### Where the registers sit, run 1

Scale bar: 20 um.
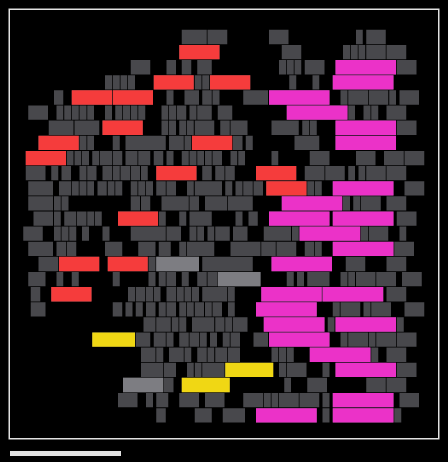
### I/O pins on the die edge, run 1

Pins as bars across the die edge, other pins in gray.
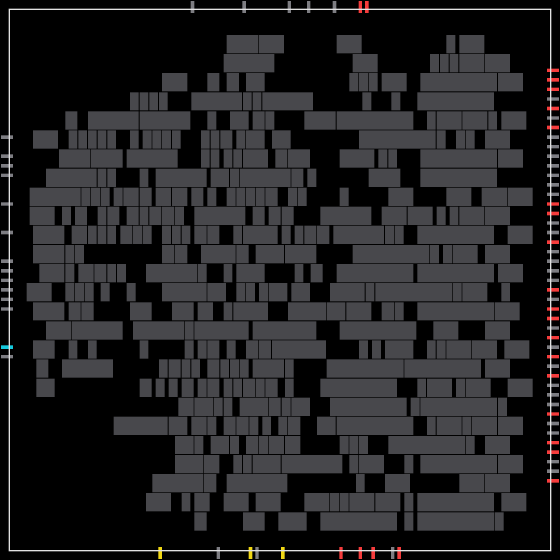
### Routed metal, one color a layer, run 1

Two of the layers only.
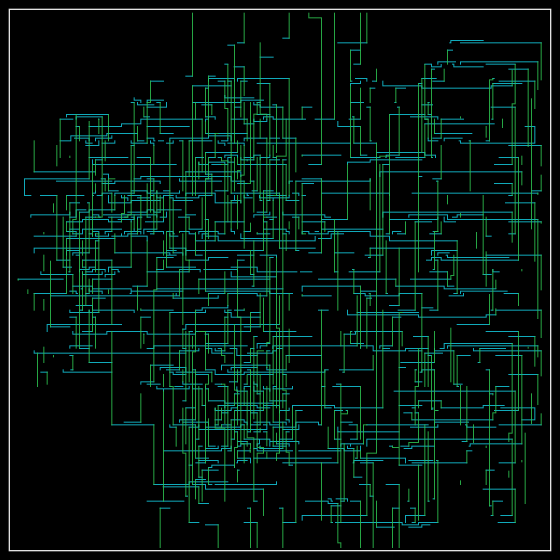
### Clock nets, run 1

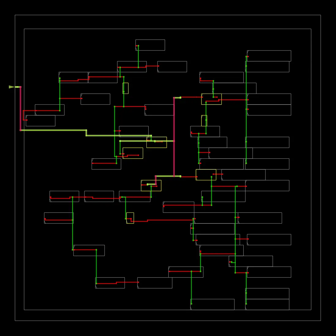
<file path="config.mk">
export PLATFORM = sky130hd
export DESIGN_NAME = ddsm_fcw_ctrl
export DESIGN_NICKNAME = d
export VERILOG_FILES = /design/src/rtl/ddsm_pkg.sv /design/src/rtl/ddsm_fcw_ctrl.sv
export SDC_FILE = /design/constraint.sdc
export NUM_CORES = 1
export LEC_CHECK = 0
export ABC_AREA = 1
export ABC_CLOCK_PERIOD_IN_PS = 1700
export CAP_MARGIN = 20
export CORE_MARGIN = 2
export CORE_UTILIZATION = 41
export DETAILED_ROUTE_END_ITERATION = 8
export GPL_TIMING_DRIVEN = 0
export HOLD_SLACK_MARGIN = 0.05
export PLACE_DENSITY = 0.81
export SLEW_MARGIN = 20
export SYNTH_ARGS = -nofsm -noshare
export SYNTH_HDL_FRONTEND = slang
export SYNTH_SLANG_ARGS = --single-unit
</file>
<file path="constraint.sdc">
create_clock -name i_clk -period 1.7 [get_ports i_clk]
set_input_delay 0.34 -clock i_clk [delete_from_list [all_inputs] [get_ports i_clk]]
set_output_delay 0.34 -clock i_clk [all_outputs]
set_load 0.02 [all_outputs]
</file>
<file path="src/rtl/ddsm_pkg.sv">
// ---------------------------------------------------------------------------
// ddsm_pkg
//   Shared definitions for the staggered-modulator FCW controller.
//   - state_t        : controller FSM encodings (exposed on o_state for debug)
//   - *_DEF          : default parameter values
//   - SEG_*          : segment indices inside a full-width FCW (0 = least significant)
//   - seg_base()     : bit offset of a segment inside the FCW
// ---------------------------------------------------------------------------
package ddsm_pkg;

    typedef enum logic [2:0] {
        ST_IDLE   = 3'd0,
        ST_FILL   = 3'd1,
        ST_RUN    = 3'd2,
        ST_UPDATE = 3'd3,
        ST_DRAIN  = 3'd4
    } state_t;

    localparam int P_INPUT_WIDTH_DEF = 6;
    localparam int P_SETTLE_DEF      = 3;
    localparam int P_CNT_WIDTH_DEF   = 16;

    // Segment order inside the FCW, from least to most significant.
    localparam int SEG_COUNT = 4;
    localparam int SEG_LSB   = 0;
    localparam int SEG_ISB2  = 1;
    localparam int SEG_ISB1  = 2;
    localparam int SEG_MSB   = 3;

    // Lowest bit of segment idx in an FCW built from segments of the given width.
    function automatic int seg_base(input int idx, input int width);
        return idx * width;
    endfunction

endpackage

</file>
<file path="src/rtl/ddsm_fcw_ctrl.sv">
// ---------------------------------------------------------------------------
// ddsm_fcw_ctrl
//   Front-end controller for the four-segment staggered modulator input stage.
//   Takes full-width frequency control words from a host over valid/ready,
//   splits them into msb/isb1/isb2/lsb segments and holds them. Sequences
//   modulator enable, fill and flush so that a new word is only taken once
//   the staggered segment delays have finished carrying the previous one.
//
// Ports
//   i_clk, i_rst              clock, synchronous active-high reset
//   i_fcw, i_fcw_valid        host word and its valid
//   o_fcw_ready               word can be taken this cycle (combinational)
//   i_stop                    level request for an orderly shutdown
//   o_msb/o_isb1/o_isb2/o_lsb held segments towards the input stage
//   o_mod_en                  modulator stage enable
//   o_settled                 pipeline carries only the current word
//   o_busy                    controller is not idle
//   o_word_cnt                number of accepted words (wrapping)
//   o_state                   FSM state encoding (debug)
// ---------------------------------------------------------------------------
module ddsm_fcw_ctrl
    import ddsm_pkg::*;
#(
    parameter int P_INPUT_WIDTH = P_INPUT_WIDTH_DEF,
    parameter int P_SETTLE      = P_SETTLE_DEF,
    parameter int P_CNT_WIDTH   = P_CNT_WIDTH_DEF
) (
    input  logic                       i_clk,
    input  logic                       i_rst,
    input  logic [4*P_INPUT_WIDTH-1:0] i_fcw,
    input  logic                       i_fcw_valid,
    output logic                       o_fcw_ready,
    input  logic                       i_stop,
    output logic [P_INPUT_WIDTH-1:0]   o_msb,
    output logic [P_INPUT_WIDTH-1:0]   o_isb1,
    output logic [P_INPUT_WIDTH-1:0]   o_isb2,
    output logic [P_INPUT_WIDTH-1:0]   o_lsb,
    output logic                       o_mod_en,
    output logic                       o_settled,
    output logic                       o_busy,
    output logic [P_CNT_WIDTH-1:0]     o_word_cnt,
    output logic [2:0]                 o_state
);

    // The settle counter only ever holds P_SETTLE-1 down to 0.
    localparam int              CW          = (P_SETTLE > 1) ? $clog2(P_SETTLE) : 1;
    localparam logic [CW-1:0]   SETTLE_LOAD = CW'(P_SETTLE - 1);

    state_t                   state_reg, state_next;
    logic [CW-1:0]            settle_reg, settle_next;
    logic                     stop_pend_reg, stop_pend_next;
    logic [P_CNT_WIDTH-1:0]   word_cnt_reg;

    logic [P_INPUT_WIDTH-1:0] seg_in  [SEG_COUNT];
    logic [P_INPUT_WIDTH-1:0] seg_reg [SEG_COUNT];

    logic xfer;
    logic seg_load;
    logic seg_clear;

    // Ready is withheld during reset so that a word presented with reset
    // asserted is never considered transferred.
    assign o_fcw_ready = ((state_reg == ST_IDLE) || (state_reg == ST_RUN)) && !i_stop && !i_rst;
    assign xfer        = i_fcw_valid && o_fcw_ready;

    // ------------------------------------------------------------------
    // FCW split and segment hold registers. All four segments load on the
    // same edge; the stagger itself is implemented downstream.
    // ------------------------------------------------------------------
    generate
        for (genvar gi = 0; gi < SEG_COUNT; gi++) begin : g_seg
            assign seg_in[gi] = i_fcw[seg_base(gi, P_INPUT_WIDTH) +: P_INPUT_WIDTH];

            always_ff @(posedge i_clk) begin
                if (i_rst) begin
                    seg_reg[gi] <= '0;
                end else if (seg_clear) begin
                    seg_reg[gi] <= '0;
                end else if (seg_load) begin
                    seg_reg[gi] <= seg_in[gi];
                end
            end
        end
    endgenerate

    // ------------------------------------------------------------------
    // State, settle counter, pending stop and word counter
    // ------------------------------------------------------------------
    always_ff @(posedge i_clk) begin
        if (i_rst) begin
            state_reg     <= ST_IDLE;
            settle_reg    <= '0;
            stop_pend_reg <= 1'b0;
            word_cnt_reg  <= '0;
        end else begin
            state_reg     <= state_next;
            settle_reg    <= settle_next;
            stop_pend_reg <= stop_pend_next;
            if (xfer) begin
                word_cnt_reg <= word_cnt_reg + P_CNT_WIDTH'(1);
            end
        end
    end

    // ------------------------------------------------------------------
    // Next-state logic
    // ------------------------------------------------------------------
    always_comb begin
        state_next     = state_reg;
        settle_next    = settle_reg;
        stop_pend_next = stop_pend_reg;
        seg_load       = 1'b0;
        seg_clear      = 1'b0;

        case (state_reg)
            ST_IDLE: begin
                // i_stop has no effect here beyond blocking ready.
                if (xfer) begin
                    state_next  = ST_FILL;
                    settle_next = SETTLE_LOAD;
                    seg_load    = 1'b1;
                end
            end

            ST_FILL, ST_UPDATE: begin
                // A stop arriving mid-settle is remembered and honoured only
                // once the current word has fully propagated.
                if (i_stop) begin
                    stop_pend_next = 1'b1;
                end
                if (settle_reg == '0) begin
                    if (stop_pend_reg || i_stop) begin
                        state_next  = ST_DRAIN;
                        settle_next = SETTLE_LOAD;
                        seg_clear   = 1'b1;
                    end else begin
                        state_next  = ST_RUN;
                    end
                end else begin
                    settle_next = settle_reg - CW'(1);
                end
            end

            ST_RUN: begin
                // Ready is low while i_stop is high, so a simultaneous word
                // is never taken; the stop wins.
                if (i_stop) begin
                    state_next  = ST_DRAIN;
                    settle_next = SETTLE_LOAD;
                    seg_clear   = 1'b1;
                end else if (xfer) begin
                    state_next  = ST_UPDATE;
                    settle_next = SETTLE_LOAD;
                    seg_load    = 1'b1;
                end
            end

            ST_DRAIN: begin
                // Zero segments are flushed through with the modulator still
                // enabled for the full settle time.
                if (settle_reg == '0) begin
                    state_next     = ST_IDLE;
                    stop_pend_next = 1'b0;
                end else begin
                    settle_next = settle_reg - CW'(1);
                end
            end

            default: begin
                state_next     = ST_IDLE;
                settle_next    = '0;
                stop_pend_next = 1'b0;
            end
        endcase
    end

    // ------------------------------------------------------------------
    // Outputs: all decoded from registered state, so they change only on
    // the clock edge.
    // ------------------------------------------------------------------
    assign o_msb      = seg_reg[SEG_MSB];
    assign o_isb1     = seg_reg[SEG_ISB1];
    assign o_isb2     = seg_reg[SEG_ISB2];
    assign o_lsb      = seg_reg[SEG_LSB];
    assign o_mod_en   = (state_reg != ST_IDLE);
    assign o_busy     = (state_reg != ST_IDLE);
    assign o_settled  = (state_reg == ST_RUN);
    assign o_word_cnt = word_cnt_reg;
    assign o_state    = state_reg;

endmodule

</file>
==> run summary, run 1 <==
run results: DRC Markers=0, first-pass GRT wire length=8800 um, met2 WL post-DR=2590 um, Layout Utilization=0.642, cts repair resizes=14, worst-path fanout max=7, synthesized area per cell=8.02 um^2, kind of critical path=register to register, Register-to-Register Path Depth=8, die height=76.9 um, outcome=finished, final reports clean, CTS Hold Bufs=0, clock-cell share of area=0.0248, CP required=1.70 ns, Syn Nets=303, most used cell, CP=buf_6, Syn-to-layout area delta=50.4%, Critical Path Stages=8, Total Power=2.23 mW, Finished Layout Cells=440, top layer in use=met4, Pwr top=sequential cells, Logic pwr share=0.169, number of top-level pins=75, Startpoint Class=register, ys flop type=edfxtp_1, Worst Setup EP=seg_reg[0][3]$_SDFFCE_PN0P_, synthesized cell area=between 2000 and 2500 um^2, Final WS setup=roughly 0.0094 ns, root buffer cell=clkbuf_8, post-place instance area=a little over 3000 um^2, register area share after synthesis=0.532, flop share of the area=0.357, Placed Cells=416, total clock buffers created by CTS=5, Seq cells post-synth=46, Combinational Gates=166, largest net degree at the start of global routing=19, most numerous logic cell after layout=clkdlybuf4s50_1, worst min path class=register to register, R2R Path Start=o_state[0]$_SDFFE_PP0P_, WL final=5440 um, Routed WL per cell=between 10 and 15 um, initial antenna violation count=0
## Picture notes: 'Where the registers sit'
- magenta: `seg_reg` (placed flops 24)
- red: `o_word_cnt` (placed flops 16)
- yellow: `o_state` (placed flops 3)

## Picture notes: 'I/O pins on the die edge'
- yellow: `o_state` (pins 3; direction output; edge bottom)
- red: `i_fcw` (pins 24; direction input; edge 18 right, 4 bottom, 2 top)
- cyan: `o_mod_en` (pins 1; direction output; edge left)

## Picture notes: 'Routed metal, one color a layer'
- cyan: M1 (wire length 2360 um)
- green: M2 (wire length 2590 um)

## Picture notes: 'Clock nets'
clk pwr: 0.622 mW
Latency at later pin: 0.29 ns

### Selected gate families, run 1

Scale bar: 20 um.
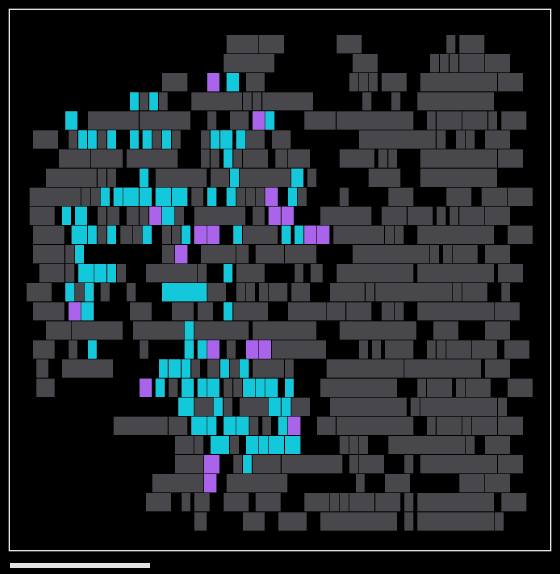

==> run 2, diff against run 1 <==
- CELL_PAD_IN_SITES_DETAIL_PLACEMENT: unset -> 1
- CELL_PAD_IN_SITES_GLOBAL_PLACEMENT: unset -> 2
- CORE_ASPECT_RATIO: unset -> 0.75
- CORE_UTILIZATION: 41 -> 22
- PLACE_DENSITY: 0.81 -> 0.79
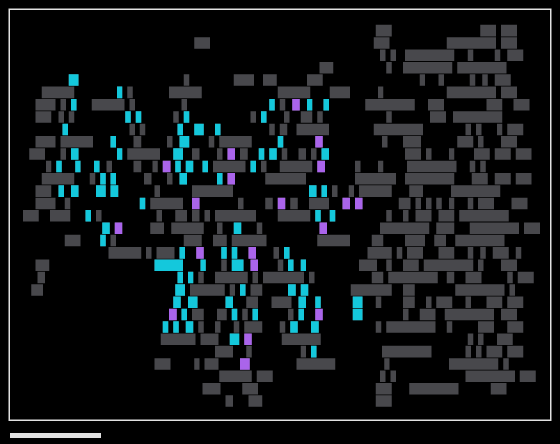
*Selected gate families, run 2*
Scale bar: 20 um.
- purple: aoi and oai cells (cells 19; where center)
- cyan: nand cells (cells 80)

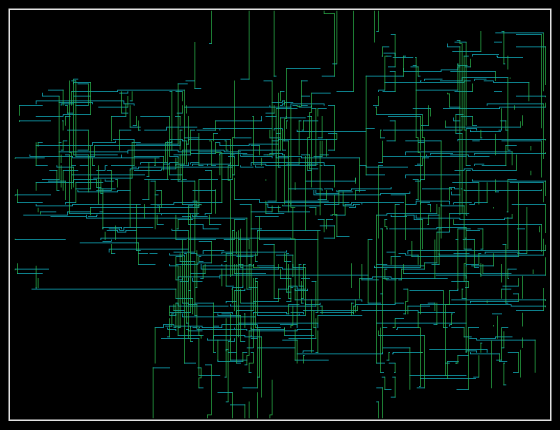
*Routed metal, one color a layer, run 2*
Two of the layers only.
- green: M2 (wire length 2850 um)
- cyan: M1 (wire length 3280 um)

==> run 2 against run 1 <==
Effect of this change: design area is 4.5% higher; power is 16% higher; clock power is 56% higher; global-route usage is 6.2 points lower; cell count is 14% higher; first-iteration DRC count is 13% higher; non-clock buffer count stayed put; largest power group unchanged; sequential cell count stayed put; critical path depth is 7 lower; clock skew is 0.0016 ns higher; worst setup slack better by 0.017 ns; highest routed layer unchanged; worst hold slack better by 0.0047 ns.
==> run summary, run 2 <==
run results: Startpoint Class=register, Final WS setup=0.0259 ns (+0.0166 ns), Finished Layout Cells=502 (+14%), met2 WL post-DR=2850 um (+10%), DRC Markers=0 (unchanged), clk pwr=0.973 mW (+56%), largest net degree at the start of global routing=19 (unchanged), initial antenna violation count=0 (unchanged), CP required=1.36 ns (-0.34 ns), Worst Setup EP=o_word_cnt[7], Total Power=2.59 mW (+16%), Routed WL per cell=13.0 um (+4.9%), Latency at later pin=0.28 ns (about the same), Combinational Gates=166 (unchanged), first-pass GRT wire length=10400 um (+18%), Critical Path Stages=1 (-7), synthesized area per cell=8.02 um^2 (unchanged), Register-to-Register Path Depth=7 (-1), top layer in use=met4, flop share of the area=0.342 (-0.0154), outcome=finished, final reports clean, Layout Utilization=0.355 (-0.287), Placed Cells=478 (+15%), CTS Hold Bufs=0 (unchanged)
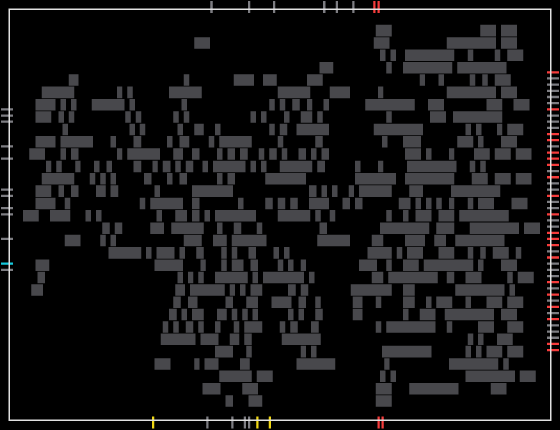
*I/O pins on the die edge, run 2*
Pins as bars across the die edge, other pins in gray.
- cyan: `o_mod_en` (pins 1; direction output; edge left)
- yellow: `o_state` (pins 3; direction output; edge bottom)
- red: `i_fcw` (pins 24; direction input; edge 20 right, 2 bottom, 2 top)
- all pins by edge: 46 right, 12 left, 9 bottom, 8 top

### Clock nets, run 2

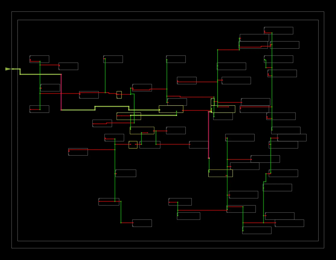

==> run 3, diff against run 2 <==
- ABC_CLOCK_PERIOD_IN_PS: 1700 -> 2100
- CORE_MARGIN: 2 -> unset
- CORE_UTILIZATION: 22 -> 27
- PLACE_DENSITY: 0.79 -> 0.9
- clock period: 1.7 -> 2.1 ns (I/O delays scaled with it)
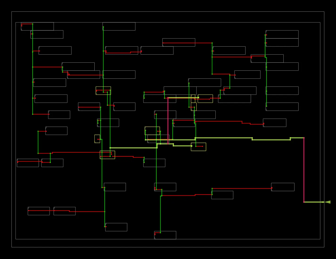
*Clock nets, run 3*
Latency at later pin: 0.31 ns
total clock buffers created by CTS: 5
clock sink count: 46
clock skew: 0.0115 ns

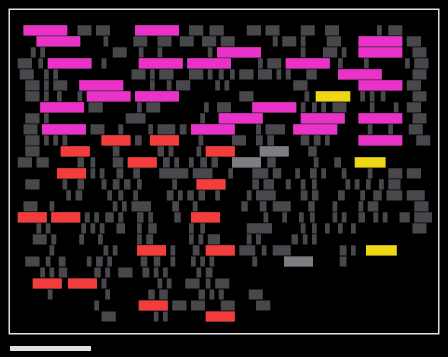
*Where the registers sit, run 3*
Scale bar: 20 um.
- yellow: `o_state` (placed flops 3)
- magenta: `seg_reg` (placed flops 24)
- red: `o_word_cnt` (placed flops 16)
- not colored: 3

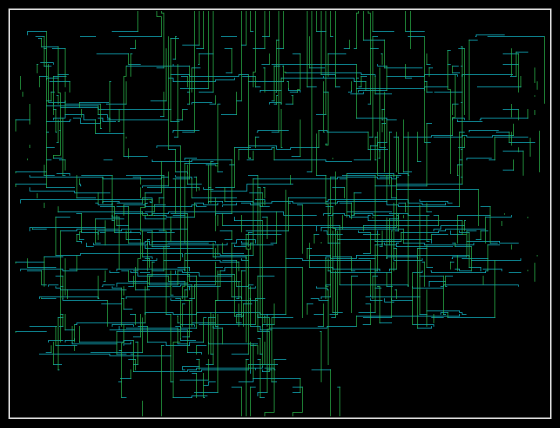
*Routed metal, one color a layer, run 3*
Two of the layers only.
- green: M2 (wire length 2770 um)
- cyan: M1 (wire length 2780 um)

==> run 3 against run 2 <==
Effect of this change: worst hold slack got worse by 0.014 ns; sequential power decreased by 19%; critical path depth increased by 2; clock skew increased by 0.0024 ns; area after synthesis unchanged; critical endpoint is now o_busy.
==> run summary, run 3 <==
run results: clk pwr=0.550 mW (-43%), Worst Setup EP=o_busy, critical path cell sequence=inv_1 > nand2_1 > clkdlybuf4s50_1, distinct lib cells=24, first-pass GRT wire length=9590 um (-7.7%), Synth top cells by count=inv_1 (54), nand2_1 (53), nor2_1 (48), edfxtp_1 (24), dfxtp_1 (22), flop share of the area=0.370 (+0.0275), Combinational Gates=166 (unchanged), Total Power=1.82 mW (-30%), Syn Nets=303, DRC Markers=0 (unchanged), met2 WL post-DR=2770 um (-3.0%), Routed WL per cell=12.9 um (-0.42%), Placed Cells=447 (-6.5%), CP required=1.68 ns (+0.32 ns), synthesized cell area=around 2200 um^2, top layer in use=met4, Startpoint Class=register, initial antenna violation count=0 (unchanged), final setup TNS=0 ns, Setup crit end kind=output pin, largest net degree at the start of global routing=19 (unchanged), FF+latch area=approximately 1200 um^2, outcome=finished, final reports clean, Register-to-Register Path Depth=6 (-1), CTS Hold Bufs=0 (unchanged), Critical Path Stages=3 (+2), Clk network pwr share=0.302, unrepaired setup endpoints after global routing=false
Power is estimated from default activity; no workload was simulated.
